--- src/rtl/result_display_scan.sv ---
// result_display_scan: scans a captured complex ALU result onto a 4-digit
// multiplexed 7-segment display, alternating between the real and the
// imaginary part. A newly captured result is held on display for a minimum
// number of frames before another one is accepted.
// Optional feature: define LEADING_ZERO_BLANK_EN to blank leading zero
// digits 3..1 of the displayed word (digit 0 is always shown).
module result_display_scan #(
  parameter int REFRESH_DIV     = 1000,
  parameter int MIN_SHOW_FRAMES = 4,
  parameter int SWAP_FRAMES     = 8
) (
  input  logic        clk,
  input  logic        rst_n,
  input  logic [15:0] re_in,
  input  logic [15:0] im_in,
  input  logic        res_valid,
  output logic        res_ready,
  output logic [7:0]  seg,
  output logic [3:0]  dig,
  output logic        part_im
);

  typedef enum logic [1:0] {
    IDLE    = 2'd0,
    SHOW_RE = 2'd1,
    SHOW_IM = 2'd2
  } state_t;

  localparam logic [15:0] DIV_LAST  = 16'(REFRESH_DIV - 1);
  localparam logic [7:0]  HOLD_LAST = 8'(MIN_SHOW_FRAMES - 1);
  localparam logic [7:0]  HOLD_MAX  = 8'(MIN_SHOW_FRAMES);
  localparam logic [7:0]  SWAP_LAST = 8'(SWAP_FRAMES - 1);

  state_t      r_state;
  state_t      w_stateNext;
  logic [15:0] r_divCnt;
  logic [1:0]  r_digIdx;
  logic [7:0]  r_frameCnt;
  logic [7:0]  r_holdCnt;
  logic        r_ready;
  logic [15:0] r_re;
  logic [15:0] r_im;
  logic [7:0]  r_seg;
  logic [3:0]  r_dig;

  logic        w_tick;
  logic        w_frameEnd;
  logic        w_capture;
  logic        w_swap;
  logic [15:0] w_word;
  logic [3:0]  w_nibble;
  logic [6:0]  w_glyph;
  logic        w_blank;

  assign w_tick     = (r_divCnt == DIV_LAST);
  assign w_frameEnd = w_tick && (r_digIdx == 2'd3);
  assign w_capture  = res_valid && r_ready;
  assign w_swap     = w_frameEnd && (r_frameCnt == SWAP_LAST) && (r_state != IDLE);

  // State register
  always_ff @(posedge clk or negedge rst_n) begin
    if (!rst_n) r_state <= IDLE;
    else        r_state <= w_stateNext;
  end

  // Next state: a capture always lands in SHOW_RE and beats a coincident swap
  always_comb begin
    w_stateNext = r_state;
    if (w_capture) begin
      w_stateNext = SHOW_RE;
    end else if (w_swap) begin
      case (r_state)
        SHOW_RE: w_stateNext = SHOW_IM;
        SHOW_IM: w_stateNext = SHOW_RE;
        default: w_stateNext = r_state;
      endcase
    end
  end

  // Free-running digit scan; captures never disturb it
  always_ff @(posedge clk or negedge rst_n) begin
    if (!rst_n) begin
      r_divCnt <= 16'd0;
      r_digIdx <= 2'd0;
    end else if (w_tick) begin
      r_divCnt <= 16'd0;
      r_digIdx <= r_digIdx + 2'd1;
    end else begin
      r_divCnt <= r_divCnt + 16'd1;
    end
  end

  // Frames since the last capture or swap, driving the real/imag alternation
  always_ff @(posedge clk or negedge rst_n) begin
    if (!rst_n) begin
      r_frameCnt <= 8'd0;
    end else if (w_capture || w_swap) begin
      r_frameCnt <= 8'd0;
    end else if (w_frameEnd && (r_state != IDLE)) begin
      r_frameCnt <= r_frameCnt + 8'd1;
    end
  end

  // Minimum-show hold: ready drops after a capture and returns after enough frame ends
  always_ff @(posedge clk or negedge rst_n) begin
    if (!rst_n) begin
      r_holdCnt <= 8'd0;
      r_ready   <= 1'b1;
    end else if (w_capture) begin
      r_holdCnt <= 8'd0;
      r_ready   <= 1'b0;
    end else if (w_frameEnd && (r_holdCnt != HOLD_MAX)) begin
      r_holdCnt <= r_holdCnt + 8'd1;
      if (r_holdCnt == HOLD_LAST) r_ready <= 1'b1;
    end
  end

  // Result capture; data offered while not ready is simply dropped
  always_ff @(posedge clk or negedge rst_n) begin
    if (!rst_n) begin
      r_re <= 16'd0;
      r_im <= 16'd0;
    end else if (w_capture) begin
      r_re <= re_in;
      r_im <= im_in;
    end
  end

  assign w_word   = (r_state == SHOW_IM) ? r_im : r_re;
  assign w_nibble = w_word[{r_digIdx, 2'b00} +: 4];

  // Hex to 7-segment glyph, bit order g..a
  always_comb begin
    w_glyph = 7'h00;
    case (w_nibble)
      4'h0: w_glyph = 7'h3F;
      4'h1: w_glyph = 7'h06;
      4'h2: w_glyph = 7'h5B;
      4'h3: w_glyph = 7'h4F;
      4'h4: w_glyph = 7'h66;
      4'h5: w_glyph = 7'h6D;
      4'h6: w_glyph = 7'h7D;
      4'h7: w_glyph = 7'h07;
      4'h8: w_glyph = 7'h7F;
      4'h9: w_glyph = 7'h6F;
      4'hA: w_glyph = 7'h77;
      4'hB: w_glyph = 7'h7C;
      4'hC: w_glyph = 7'h39;
      4'hD: w_glyph = 7'h5E;
      4'hE: w_glyph = 7'h79;
      default: w_glyph = 7'h71;
    endcase
  end

`ifdef LEADING_ZERO_BLANK_EN
  // Blank a digit when it and every higher nibble are zero
  always_comb begin
    w_blank = 1'b0;
    case (r_digIdx)
      2'd3:    w_blank = (w_word[15:12] == 4'h0);
      2'd2:    w_blank = (w_word[15:8] == 8'h00);
      2'd1:    w_blank = (w_word[15:4] == 12'h000);
      default: w_blank = 1'b0;
    endcase
  end
`else
  assign w_blank = 1'b0;
`endif

  // Registered display drive so dig and seg change together, one cycle after the index
  always_ff @(posedge clk or negedge rst_n) begin
    if (!rst_n) begin
      r_seg <= 8'h00;
      r_dig <= 4'hF;
    end else if (r_state == IDLE) begin
      r_seg <= 8'h00;
      r_dig <= 4'hF;
    end else begin
      r_seg <= {(r_state == SHOW_IM) && (r_digIdx == 2'd0), w_blank ? 7'h00 : w_glyph};
      r_dig <= ~(4'b0001 << r_digIdx);
    end
  end

  assign res_ready = r_ready;
  assign seg       = r_seg;
  assign dig       = r_dig;
  assign part_im   = (r_state == SHOW_IM);

endmodule

--- config.mk ---
export PLATFORM = sky130hd
export DESIGN_NAME = result_display_scan
export DESIGN_NICKNAME = d
export VERILOG_FILES = /design/src/rtl/result_display_scan.sv
export SDC_FILE = /design/constraint.sdc
export NUM_CORES = 1
export LEC_CHECK = 0
export ABC_AREA = 1
export CAP_MARGIN = 15
export CORE_MARGIN = 1.5
export CORE_UTILIZATION = 51
export DETAILED_ROUTE_END_ITERATION = 8
export GPL_ROUTABILITY_DRIVEN = 0
export PLACE_DENSITY = 0.8
export SETUP_SLACK_MARGIN = 0.15
export SYNTH_ARGS = -nofsm -noshare
export SYNTH_HDL_FRONTEND = slang
export SYNTH_SLANG_ARGS = --single-unit
--- constraint.sdc ---
create_clock -name clk -period 1.8 [get_ports clk]
set_input_delay 0.18 -clock clk [delete_from_list [all_inputs] [get_ports clk]]
set_output_delay 0.18 -clock clk [all_outputs]
set_load 0.01 [all_outputs]
### Clock distribution, run 1

Bar = 20 um.
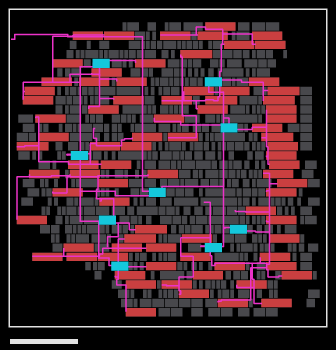
[clock drivers] cyan | count: 9
[flip-flops] red | count: 81
[clock wires] magenta | length: 1010 um
routed clock nets: 10
flops lie: widely spread

### Clock routing, run 1

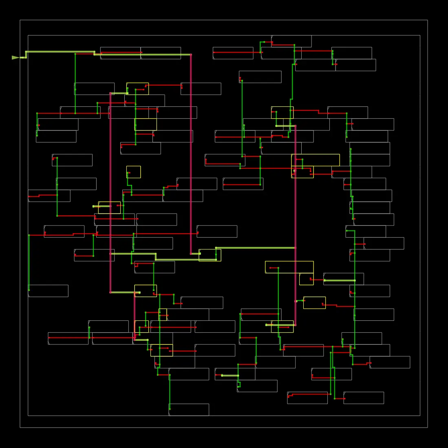
number of clock buffers in the layout: 10
Worst Skew: 0.0101 ns
flop count: 81
total clock network power: 1.53 mW
number of sinks on the clock net: 81

==> notes.md, run 1 <==
On the backend side, the flow ran end to end.

The flow ran to the end, but the final reports show violations. The final reports fail on negative setup slack. The number of warning messages in the yosys log stands at 0. Among all cell types in the netlist, the one instantiated most often is nand2_1. Looking at the reg2reg group, the worst path starts from r_state[0].

The total power per unit cell area stands at 1060 nW/um^2. The number of diodes stands at 0. The slew at the pin closest to its max-slew limit stands at between 0.4 and 0.5 ns. The power report lists cell-internal power as 3.92 mW. The power after layout stands at 6.12 mW.

The synthesized design devotes to its leading area cell type 45.8% of total area. The initial DRC count stands at around 330. The relative max-transition margin stands at 70.2%. Using the TritonRoute via totals, the vias-per-cell ratio works out to 5.52. The post-synth count of flops with an enable pin is 0. The post-detailed-route count of antenna-violating nets stands at 0. Per the Yosys statistics, synthesis produced 524 cells. The total setup buffers inserted after CTS stands at 12. Per the synthesis report, the number of distinct cell types is 27. The sequential cell power stands at 2.45 mW. Input and output buffers added on the ports amount to 48. Clock tree synthesis inserted a total of 9 buffers. The via count of the first global-routing pass stands at 3763. TritonCTS built the clock tree. The final net count stands at between 600 and 700. The final timing report counts setup violations totalling 6. The synthesized design spends more area on one cell type than any other, namely dfrtp_1.

The highest clock rate stands at 0.516 GHz. Per report_power, the sequential group accounts for 40.1% of the total. The cell depth of the worst flop-to-flop path stands at 12. The global-route usage over all layers stands at 25.2%. In the setup report, the worst path falls into the class reg -> reg. Across all setup checks in the final design, the least slack found is -0.138 ns. The largest fanout on the critical path stands at 6. Once detailed placement completed, the half-perimeter wirelength came to 6450 um.

On the critical path the largest part of the delay comes from simple AND/OR/NAND/NOR gates. The maximum level of the CTS H-tree stands at 3. Combinational cells account for around a third of the total power. The area taken by flip-flops and latches stands at 2040 um^2. The final layout contains routed wiring with a total length of 11600 um. STA classifies the critical path startpoint as a flip-flop.
### Routed metal, one colour a layer, run 1

Bar = 20 um. Only two layers are drawn.
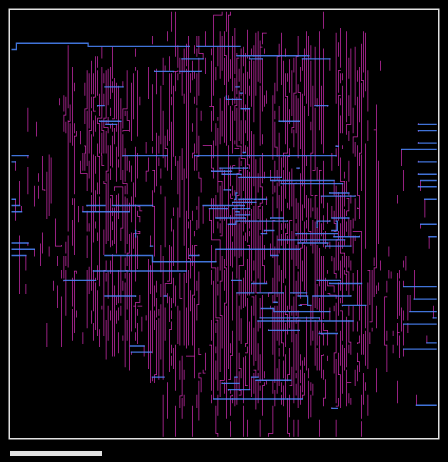
| layer | colour | wire length |
|---|---|---|
| metal 3 | blue | 692 um |
| metal 2 | magenta | 5850 um |

==> run 1: stage by stage <==
step	cell area, um^2	worst slack (ns)	cells
floorplan	4170	0.108	524
global placement	4850	0.0508	677
detailed placement	4850	-0.0236	677
CTS	5310	0.0509	710
global route	5770	-0.201	724
finish	5770	-0.138	724
==> run 1: cells in the final DEF, fill, tap and decap left out, types with 5 or more instances in the layout <==
cell type        netlist  layout
nand2_1              161     135
buf_6                  1      11
nand3_2                6      23
buf_4                  3      32
xor2_1                13      13
clkdlybuf4s50_1        0      45
dfrtp_1               76      73
nand2_4                2       7
o21ai_2                0       5
o21ai_1                5       9
o21ai_0               30      21
nor2_1                40      34
dfstp_2                5       5
nand3_1               45      24
inv_2                  8       8
inv_1                 54      50
a21oi_1               15      12
nand4_1               12      12
ha_1                  12       8
clkbuf_8               0      10
nor3_1                 7       5
nand2_8                0       5
nand2_2                8      28
==> run 1: logic make-up (layout without fill, tap and decap cells) <==
family | count (synthesis) | in the layout | synth area share [%]
and+or+nand+nor | 288 | 292 | 30.6
DFF | 81 | 81 | 48.9
xor gates and xnor gates | 13 | 13 | 2.74
adders and majority gates | 12 | 12 | 3.61
buffers and inverters | 77 | 171 | 7.53
AOI/OAI and AO/OA | 53 | 53 | 6.56
==> run 1: per-layer routing <==
layer	GRT usage [%]	up-vias	share of wire [%]
met1	31.1	1921	40
met2	42.0	177	50
li1	-	1861	-
met4	12.1	0	3.4
met3	5.04	41	6.0
met5	0	-	0
==> run 1: cell type report <==
type	instances	area share [%]
Tap cell	102	2.21
Timing Repair inverter	1	0.130
Timing Repair Buffer	92	15.0
Sequential cell	81	35.3
Multi-Input combinational cell	370	39.1
Clock buffer	10	2.39
Inverter	62	4.25
Clock inverter	6	1.58
## Run 2: what changed since run 1
ABC_AREA = default   (was 1)
CORE_UTILIZATION = 50   (was 51)
PLACE_DENSITY = 0.79   (was 0.8)
### Where the registers sit, run 2

Bar = 20 um.
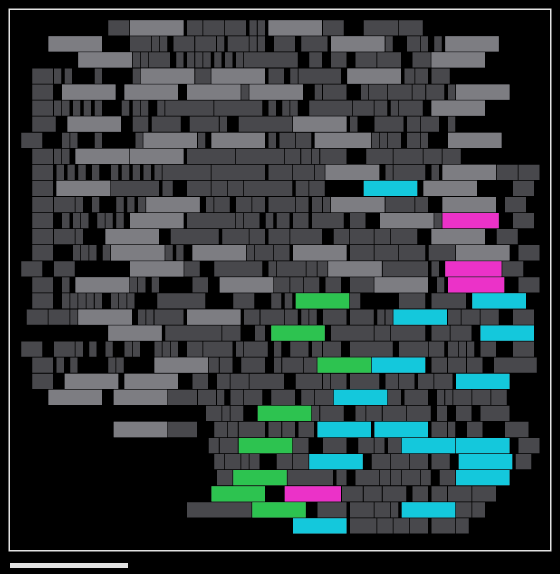
| name in the netlist | colour | placed flops | where |
|---|---|---|---|
| `r_frameCnt` | green | 8 | south |
| `dig` | magenta | 4 | east |
| `r_divCnt` | cyan | 16 | south-east |
not coloured: 53

==> run 2 against run 1 <==
The flow still finishes with violations (negative setup slack). Hold slack worse by 0.015 ns. Flip-flop count unchanged. Worst setup slack worse by 0.24 ns. Area after synthesis down 5.9%. Sequential power down 26%. Final area down 4.2%. Via count down 20%. Fmax down 11%. Critical endpoint is now seg[6]. Largest cell class unchanged.
==> notes.md, run 2 <==
On the backend side, the flow ran end to end.

The xor and xnor area share after synthesis was 5.38% (+2.6 points). Grouping stages by cell kind, the critical path spends the most delay in multiplexers. Per the detail_route log, the uppermost layer with routed signals is met4.

TritonCTS built the clock tree. Per STA, the worst path is made up of nand2b_4, inv_8, mux4_2, mux2i_4, buf_6, nor2_4, a21o_1, a221oi_2. The met1 wire length stands at 4060 um (-13%).

The met1 demand-to-capacity share in global routing was 31.1% (about the same). The final net count was 543 (-18%). The worst-case setup margin in the final layout stands at -0.383 ns (-0.245 ns).

The slew at the pin closest to its max-slew limit stands at 0.464 ns (+0.0172 ns). The worst setup path is launched from a flip-flop. The largest fanout on the critical path was 6 (unchanged).

The tree is rooted in a clkbuf_8. The share of Yosys cell area claimed by the top area cell type is 48.7% (+2.9 points). The synthesized design spends more area on one cell type than any other, namely dfrtp_1. The global-route track usage on met2 stands at 37.1% (-5.0 points).

The final count of negative-setup-slack endpoints came to 34 (+28). The cell depth of the worst flop-to-flop path was 8 (-4). The count of buffers from port buffering stands at 48 (unchanged). The CTS buffer count stands at 9 (unchanged). The share of async-settable or async-resettable flops after synthesis stands at 100%. The fraction of the mapped netlist area in compound gates is 5.25% (-1.3 points).

The global-route usage over all layers stands at 23.1% (-2.1 points). The final worst clock skew came to 0.00744 ns (-0.00266 ns). The post-route standard cell area excluding fillers stands at 5530 um^2 (-4.2%). By startpoint and endpoint, the worst setup path is classified as reg -> reg. The checks that failed: negative setup slack.

The total number of clock tree sinks stands at 81 (unchanged). The total power per unit cell area stands at 594 nW/um^2 (-44%). In the layout the commonest cells are nand2_1 (110), dfrtp_1 (76), buf_4 (50), clkdlybuf4s50_1 (45), nor2_1 (17).

The detail-routed via count per cell stands at 5.29 (-4.3%). The initial DRC count stands at 197 (-41%). The post-synthesis cell count from yosys stands at 387 (-26%). The top cell type in the final layout, fill and taps aside, is nand2_1. The startpoint identified for the worst register-to-register timing path is r_state[0]. The number of diodes came to 0 (unchanged). The number of warning messages in the yosys log stands at 0 (unchanged). The via count of the first global-routing pass stands at 3225 (-14%). The distinct cell type count of the synthesized netlist was 49 (+81%). In the synthesized netlist, the dominant kind of combinational cell is simple AND/OR/NAND/NOR gates. The number of buffers on the longest clock path stands at 2.

The maximum level of the CTS H-tree stands at 3 (unchanged). The routing usage on met3 came to 5.28% (+0.24 points). The met2 routed wirelength stands at 4660 um (-20%). Among all flip-flop cells after synthesis, the most frequent one is dfrtp_1. In this run the vertical extent of the chip is 91.4 um. By instance count, the leading cell after synthesis is nand2_1. STA classifies the critical path endpoint as a flip-flop. Setup repair after global routing could not meet its margin everywhere. The met3 routed wirelength is 446 um (-36%). The highest clock rate was 0.458 GHz (-11%).

The post-detailed-route count of antenna-violating nets stands at 0 (unchanged). The adder-cell share of the synthesized area came to 3.84% (+0.23 points). The pre-CTS worst setup slack stands at -0.370 ns (-0.346 ns). The final tally of hold violations stands at 0. The flow ran to the end, but the final reports show violations. The share of cell area taken by muxes after synthesis stands at 7.30% (+7.3 points). The half-perimeter wire length after placement stands at 6100 um (-5.4%).

The number of synthesized flops with an enable pin came to 0 (unchanged). The relative max-transition margin stands at 69.0% (-1.3 points). The sequential cell area fraction in the yosys report stands at between 50% and 60%. The area fraction in and, or, nand and nor cells after synthesis stands at 23.0% (-7.6 points). The total detailed-routing wirelength stands at 9320 um (-20%).

Per the GRT log, the top usage layer is met2. The cell area after placement came to 4910 um^2 (+1.4%).
### Routed metal, one colour a layer, run 2

Bar = 20 um. Only two layers are drawn.
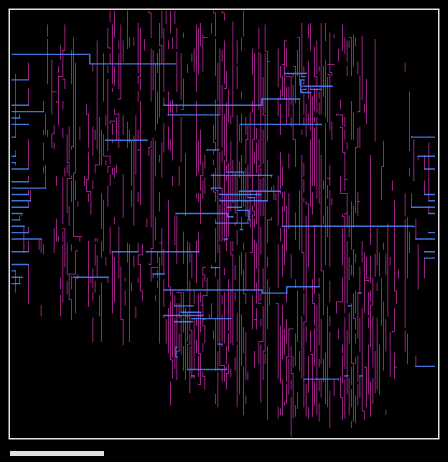
| layer | colour | wire length |
|---|---|---|
| metal 3 | blue | 447 um |
| metal 2 | magenta | 4660 um |

run 2: netlist changes by cell type after synthesis, moves of 6 or more:
cell,change
nand3_2,-6
nand2_2,-8
nand2b_1,+6
xnor2_1,+9
a21oi_1,-12
mux4_2,+7
o21ai_1,+6
and3_1,+9
o21ai_0,-29
inv_1,-45
nand3_1,-30
nor2_1,-14
inv_2,-6
nand2_1,-46
run 2: through the flow:
stage	TNS [ns]	hold slack (ns)	util [%]	instances	power [mW]
6_report	-6.71	0.273	72.3	603	3.28
5_1_grt	-9.56	0.276	72.3	603	3.41
4_1_cts	-5.13	0.275	69.8	595	3.30
3_5_place_dp	-5.62	0.101	64.3	570	1.97
3_3_place_gp	-4.41	0.0983	64.3	570	1.97
2_1_floorplan	-3.42	-0.116	-	387	1.86
run 2: where the power goes:
part | internal [mW] | switching (mW)
sequential | 1.82 | 0
combinational | 0.0712 | 0.0455
clock | 0.715 | 0.635
run 2: what timing repair did:
item,4_1_cts,5_1_grt
setup endpoints to repair,27,41
gates resized,39,33
hold buffers,1,0
endpoints found under the hold margin,21,0
buffers inserted,8,8
pin swaps,19,19
run 2: worst max path at each step:
| stage | endpoint | depth (start not counted) |
|---|---|---|
| floorplan | seg[3] | 8 |
| global placement | seg[5] | 7 |
| detailed placement | seg[5] | 7 |
| CTS | seg[6] | 8 |
| global route | seg[6] | 8 |
| finish | seg[6] | 8 |
run 2: area by class of cell:
class                           count  area, um^2  share of cell area (%)
Sequential cell                    81        2030                    36.8
Clock buffer                       13         159                    2.87
Tap cell                          102         128                    2.31
Inverter                           12        52.6                   0.951
Clock inverter                      3        40.0                   0.724
Multi-Input combinational cell    279        2040                    36.9
Timing Repair Buffer              113        1080                    19.5
No activity file was given, so power comes from the tool's default toggle rates.
